[src/rtl/fetch_unit.sv]
// fetch_unit: instruction-fetch stage sitting right after the PC register.
//
// Each cycle it may issue a read of the synchronous instruction memory at
// pc_in (1-cycle read latency). The word that comes back is paired with its
// PC and pushed into a small circular fetch queue. Decode takes entries from
// that queue over a valid/ready handshake. The block only requests a fetch
// when the queue is certain to have room for the result, and that same
// condition drives the PC advance enable. A redirect (flush_in) empties the
// queue and drops any response that is still on its way.
//
// Optional build macro: FETCH_MISALIGN_TRAP_EN
//   When defined, each entry carries a misaligned flag (pc[1:0] != 0) that
//   is captured at issue. A flagged entry is still enqueued, but with its
//   instruction word forced to zero. The trap itself is taken downstream.
//
// Ports:
//   clk                 clock; all state updates on posedge
//   rst                 synchronous active-high reset
//   pc_in               current PC from the PC register
//   pc_advance_out      PC step enable (+4 at the end of this cycle)
//   flush_in            redirect this cycle (PC loads its target at the edge)
//   imem_en_out         instruction-memory read enable
//   imem_addr_out       instruction-memory byte address (always pc_in)
//   imem_rdata_in       read data, valid the cycle after imem_en_out
//   inst_out            head instruction
//   inst_pc_out         PC of the head instruction
//   inst_valid_out      head valid
//   inst_ready_in       decode accepts the head
//   inst_misaligned_out head misaligned flag (only with FETCH_MISALIGN_TRAP_EN)

module fetch_unit #(
    parameter int AWIDTH = 32,
    parameter int DWIDTH = 32,
    parameter int DEPTH  = 2
) (
    input  logic              clk,
    input  logic              rst,
    input  logic [AWIDTH-1:0] pc_in,
    output logic              pc_advance_out,
    input  logic              flush_in,
    output logic              imem_en_out,
    output logic [AWIDTH-1:0] imem_addr_out,
    input  logic [DWIDTH-1:0] imem_rdata_in,
    output logic [DWIDTH-1:0] inst_out,
    output logic [AWIDTH-1:0] inst_pc_out,
    output logic              inst_valid_out,
    input  logic              inst_ready_in
`ifdef FETCH_MISALIGN_TRAP_EN
    ,
    output logic              inst_misaligned_out
`endif
);

    localparam int PW = (DEPTH > 1) ? $clog2(DEPTH) : 1;
    localparam int CW = $clog2(DEPTH + 1);

    logic [PW-1:0]     rd_ptr_reg;
    logic [PW-1:0]     wr_ptr_reg;
    logic [CW-1:0]     count_reg;
    logic              inflight_reg;
    logic [AWIDTH-1:0] req_pc_reg;

    logic [DWIDTH-1:0] data_mem [DEPTH];
    logic [AWIDTH-1:0] pc_mem   [DEPTH];

`ifdef FETCH_MISALIGN_TRAP_EN
    logic              req_mis_reg;
    logic              mis_mem [DEPTH];
`endif

    logic              head_valid;
    logic              pop;
    logic              push;
    logic              issue;
    logic [DWIDTH-1:0] push_data;

    // Head visibility is gated by rst so that the outputs go quiet in the
    // very first reset cycle, before the registers have been cleared.
    assign head_valid = (count_reg != '0) && !rst;
    assign pop        = head_valid && inst_ready_in && !flush_in;
    assign push       = inflight_reg && !flush_in && !rst;

    // A request is only made when the queue will have a slot for it by the
    // time the data returns: entries held plus the one in flight, minus the
    // one decode is taking this cycle, must leave room.
    assign issue = !rst && !flush_in &&
                   ((int'(count_reg) + int'(inflight_reg)) < (DEPTH + int'(pop)));

    assign imem_en_out    = issue;
    assign pc_advance_out = issue;
    assign imem_addr_out  = pc_in;

`ifdef FETCH_MISALIGN_TRAP_EN
    assign push_data = req_mis_reg ? '0 : imem_rdata_in;
`else
    assign push_data = imem_rdata_in;
`endif

    // Outputs read zero whenever no head is presented. While the head is
    // valid and not accepted, the head pointer and the stored entry do not
    // change, so the values are held.
    assign inst_valid_out = head_valid;
    assign inst_out       = head_valid ? data_mem[rd_ptr_reg] : '0;
    assign inst_pc_out    = head_valid ? pc_mem[rd_ptr_reg]   : '0;
`ifdef FETCH_MISALIGN_TRAP_EN
    assign inst_misaligned_out = head_valid ? mis_mem[rd_ptr_reg] : 1'b0;
`endif

    // Control state: pointers, occupancy and the single outstanding request.
    always_ff @(posedge clk) begin
        if (rst) begin
            rd_ptr_reg   <= '0;
            wr_ptr_reg   <= '0;
            count_reg    <= '0;
            inflight_reg <= 1'b0;
            req_pc_reg   <= '0;
        end else if (flush_in) begin
            // Redirect: everything queued or in flight belongs to the old
            // stream and is dropped.
            rd_ptr_reg   <= '0;
            wr_ptr_reg   <= '0;
            count_reg    <= '0;
            inflight_reg <= 1'b0;
        end else begin
            inflight_reg <= issue;
            if (issue) begin
                req_pc_reg <= pc_in;
            end
            if (push) begin
                wr_ptr_reg <= wr_ptr_reg + PW'(1);
            end
            if (pop) begin
                rd_ptr_reg <= rd_ptr_reg + PW'(1);
            end
            if (push && !pop) begin
                count_reg <= count_reg + CW'(1);
            end else if (pop && !push) begin
                count_reg <= count_reg - CW'(1);
            end
        end
    end

    // Queue storage. No reset is needed: an entry is only read after it
    // has been written.
    always_ff @(posedge clk) begin
        if (push) begin
            data_mem[wr_ptr_reg] <= push_data;
            pc_mem[wr_ptr_reg]   <= req_pc_reg;
        end
    end

`ifdef FETCH_MISALIGN_TRAP_EN
    always_ff @(posedge clk) begin
        if (rst) begin
            req_mis_reg <= 1'b0;
        end else if (issue) begin
            req_mis_reg <= (pc_in[1:0] != 2'b00);
        end
    end

    always_ff @(posedge clk) begin
        if (push) begin
            mis_mem[wr_ptr_reg] <= req_mis_reg;
        end
    end
`endif

endmodule

[config.mk]
export PLATFORM = sky130hd
export DESIGN_NAME = fetch_unit
export DESIGN_NICKNAME = d
export VERILOG_FILES = /design/src/rtl/fetch_unit.sv
export SDC_FILE = /design/constraint.sdc
export NUM_CORES = 1
export LEC_CHECK = 0
export ABC_AREA = 1
export CELL_PAD_IN_SITES_DETAIL_PLACEMENT = 2
export CELL_PAD_IN_SITES_GLOBAL_PLACEMENT = 2
export CORE_MARGIN = 2
export CORE_UTILIZATION = 32
export DETAILED_ROUTE_END_ITERATION = 6
export HOLD_SLACK_MARGIN = 0.02
export PLACE_DENSITY_LB_ADDON = 0.1
export SYNTH_ARGS = -nofsm -noshare
export SYNTH_HDL_FRONTEND = slang
export SYNTH_SLANG_ARGS = --single-unit
[constraint.sdc]
create_clock -name clk -period 6.4 [get_ports clk]
set_clock_uncertainty 0.1 [all_clocks]
set_input_delay 1.28 -clock clk [delete_from_list [all_inputs] [get_ports clk]]
set_output_delay 1.28 -clock clk [all_outputs]
set_load 0.01 [all_outputs]
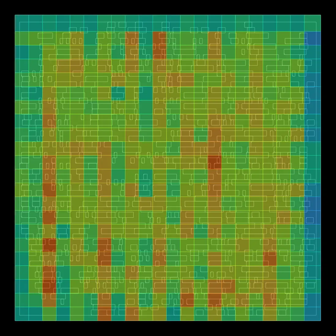
(images/congestion.png)
met3 usage in global routing: 0.0295
utilization of the core after routing: 0.429
GR Util met2: 0.253
layer with the highest usage after global routing: met2
total track usage: 0.148

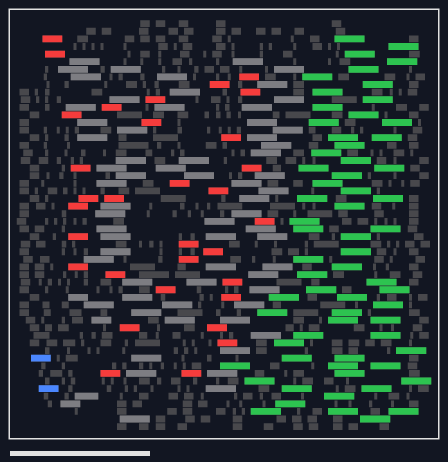
(images/flops_by_reg.png)
Scale bar: 50 microns.
Key: green = data_mem [sequential cells 64, where a column on the right]; red = req_pc_reg [sequential cells 32]; blue = count_reg [sequential cells 2]
Another 68 sequential cells are not colored.
fraction of area in registers: 0.492
Power Sequential: 0.00120 W
flip-flop and latch area: 4610 sq um

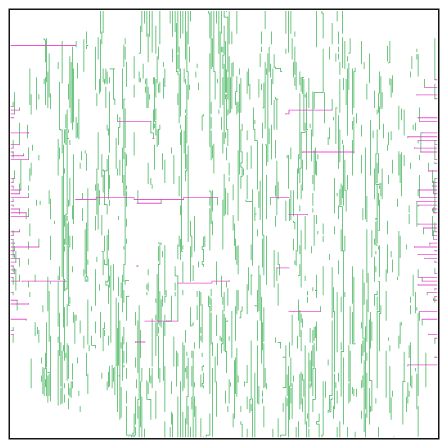
(images/wires.png)
Two of the layers only.
Key: green = metal 2 [wire length 8,300 microns]; magenta = metal 3 [wire length 506 microns]

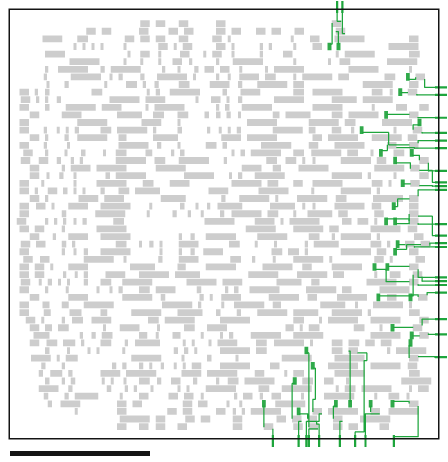
(images/io_fan.png)
Scale bar: 50 microns.
Key: green = inst_out [direction output, edge 21 right, 9 bottom, 2 top, end cells 32, buffers 32, wire 560 microns]

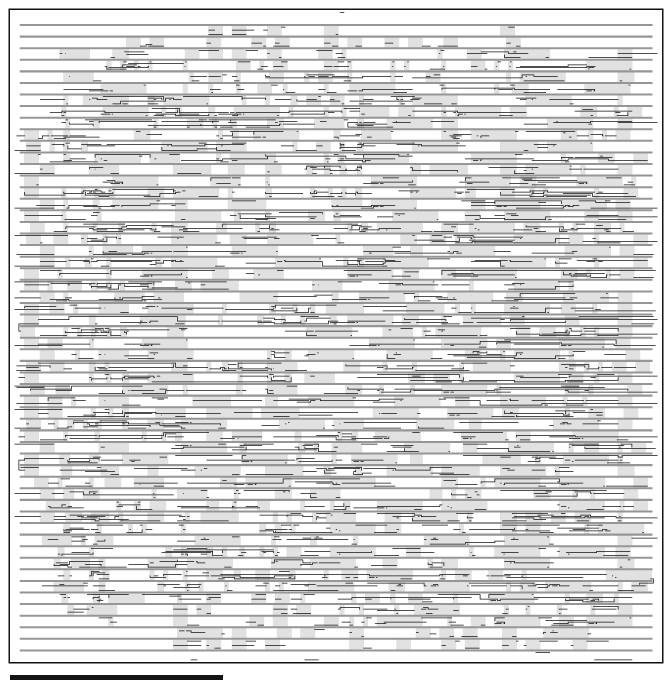
(images/layer_met1.png)
Scale bar: 50 microns. Supply wires on this layer in gray. Cells faint in the background.
The layer carries 7,850 microns of wire. The wires run mostly horizontal. The longest straight run is 50.1 microns. 742 nets have wire on it. The layer holds 47% of the routed length.
GR Util met1: 0.191
WL final: 16,800 microns

==> impl_metrics.ini <==
; generated from flow reports
[routing]
met3_length_microns = 506
drt_iter0_drc = 126
route.vias.total = 4615
detail_route.vias_per_cell = 4.46
drcViolationCount = 0
number_of_detailed_routing_iterations_run_before_antenna_repair = 4
avgRoutedWirePerCell_microns = 16.3

[worst_hold_path]
hold_path_depth = 0
timing.hold.worst.start = req_pc_reg[27]
min_delay_worst_endpoint = pc_mem[1][27]
hold_path.class = reg2reg

[logic_synthesis]
syn-cell-area_sq_um = 7120
synth-warning-count = 0
ys_cells = 616
synth.distinct_cells = 22
synth_area_per_cell_sq_um = 11.6
synth.cellmix.simpleShare = 0.100
ys.flop_type = sky130_fd_sc_hd__edfxtp_1
top_cells_by_area = sky130_fd_sc_hd__edfxtp_1, sky130_fd_sc_hd__dfxtp_1, sky130_fd_sc_hd__mux2_2, sky130_fd_sc_hd__inv_1, sky130_fd_sc_hd__nand2_1
synth.most_common_cell = sky130_fd_sc_hd__edfxtp_1
and_or_or_and_share_of_the_synthesized_area = 0.0316
netlist_top_cells_count = sky130_fd_sc_hd__edfxtp_1, sky130_fd_sc_hd__inv_1, sky130_fd_sc_hd__nand2_1
synthesized_net_count = 687
post_synth_inst_count = 616
yosysTopAreaCell = sky130_fd_sc_hd__edfxtp_1

[place]
placement.io_buffers = 166
post-place-cells = 1003
place_hpwl_microns = 10600

[clock_tree]
ctsRootBufferMaster = sky130_fd_sc_hd__clkbuf_16
cts_tree = built
worst_skew_pair.late_latency_ps = 420
path_clk_slew_ps = 60
cts_repair_resize_count = 0
cts_inserted_buffers = 17
cts_sinks = 166
cts.path.max_buffers = 2
cts_post_setup_buffers_inserted = 0
cts.hold.buffers_added = 0

[setup_path]
crit-reg2reg-launch = inflight_reg
path_delay_family = buffers and inverters
slowest_stage = sky130_fd_sc_hd__buf_4
worst-endpoint-arrival_ps = 3400
crit_start = rst
critPathCaptureType = output pin
setup.worst_path.start_class = input port
crit_buf_inv = 4

[pwr]
internal-power_w = 0.00186
power_density_nw_per_um2 = 255
power_w = 0.00239
power.share.clock = 0.433
vdd_ir_drop_max_mv = 0.170
p_leak_nw = 3.86
power.share.combinational = 0.066
clock_net_power_w = 0.00104

[final_layout]
antenna-diode-count = 0
nFillCells = 2261
area_share_nonclk_buffers = 0.181
nNetsFinal = 813
layoutNonFillerInstCount = 1035
largest_class = registers
fin_area_sq_um = 9370
mostFrequentLayoutCell = sky130_fd_sc_hd__clkdlybuf4s50_1
buffers_excl_clock = 170
nonClockInverterCount = 104
area_overhead_vs_synth_pct = 31.6
area.share.combinational = 0.185

[timing]
max_clock_freq_mhz = 209
maxSlewViolCount = 0
timing.final.crit_period_ps = 4780
tightestPinTransition_ps = 1150
fin_setup_tns_ps = 0
timing.slew.headroom = 0.235
layout_worst_path_cycle_share = 0.747
finalSetupViolations = 0

[floorplanning]
core-area_sq_um = 21800
die.size.y_microns = 153
taps = 280
floorplan.rows = 54

[global_route]
grt_pass1_wl_microns = 27400
grt_max_degree = 66
globalRoute.totalOverflow = 0
first_global_vias = 5226

[job]
max-cap-violations = 0

[status]
run_status = completed
Power and IR drop assume default switching activity.
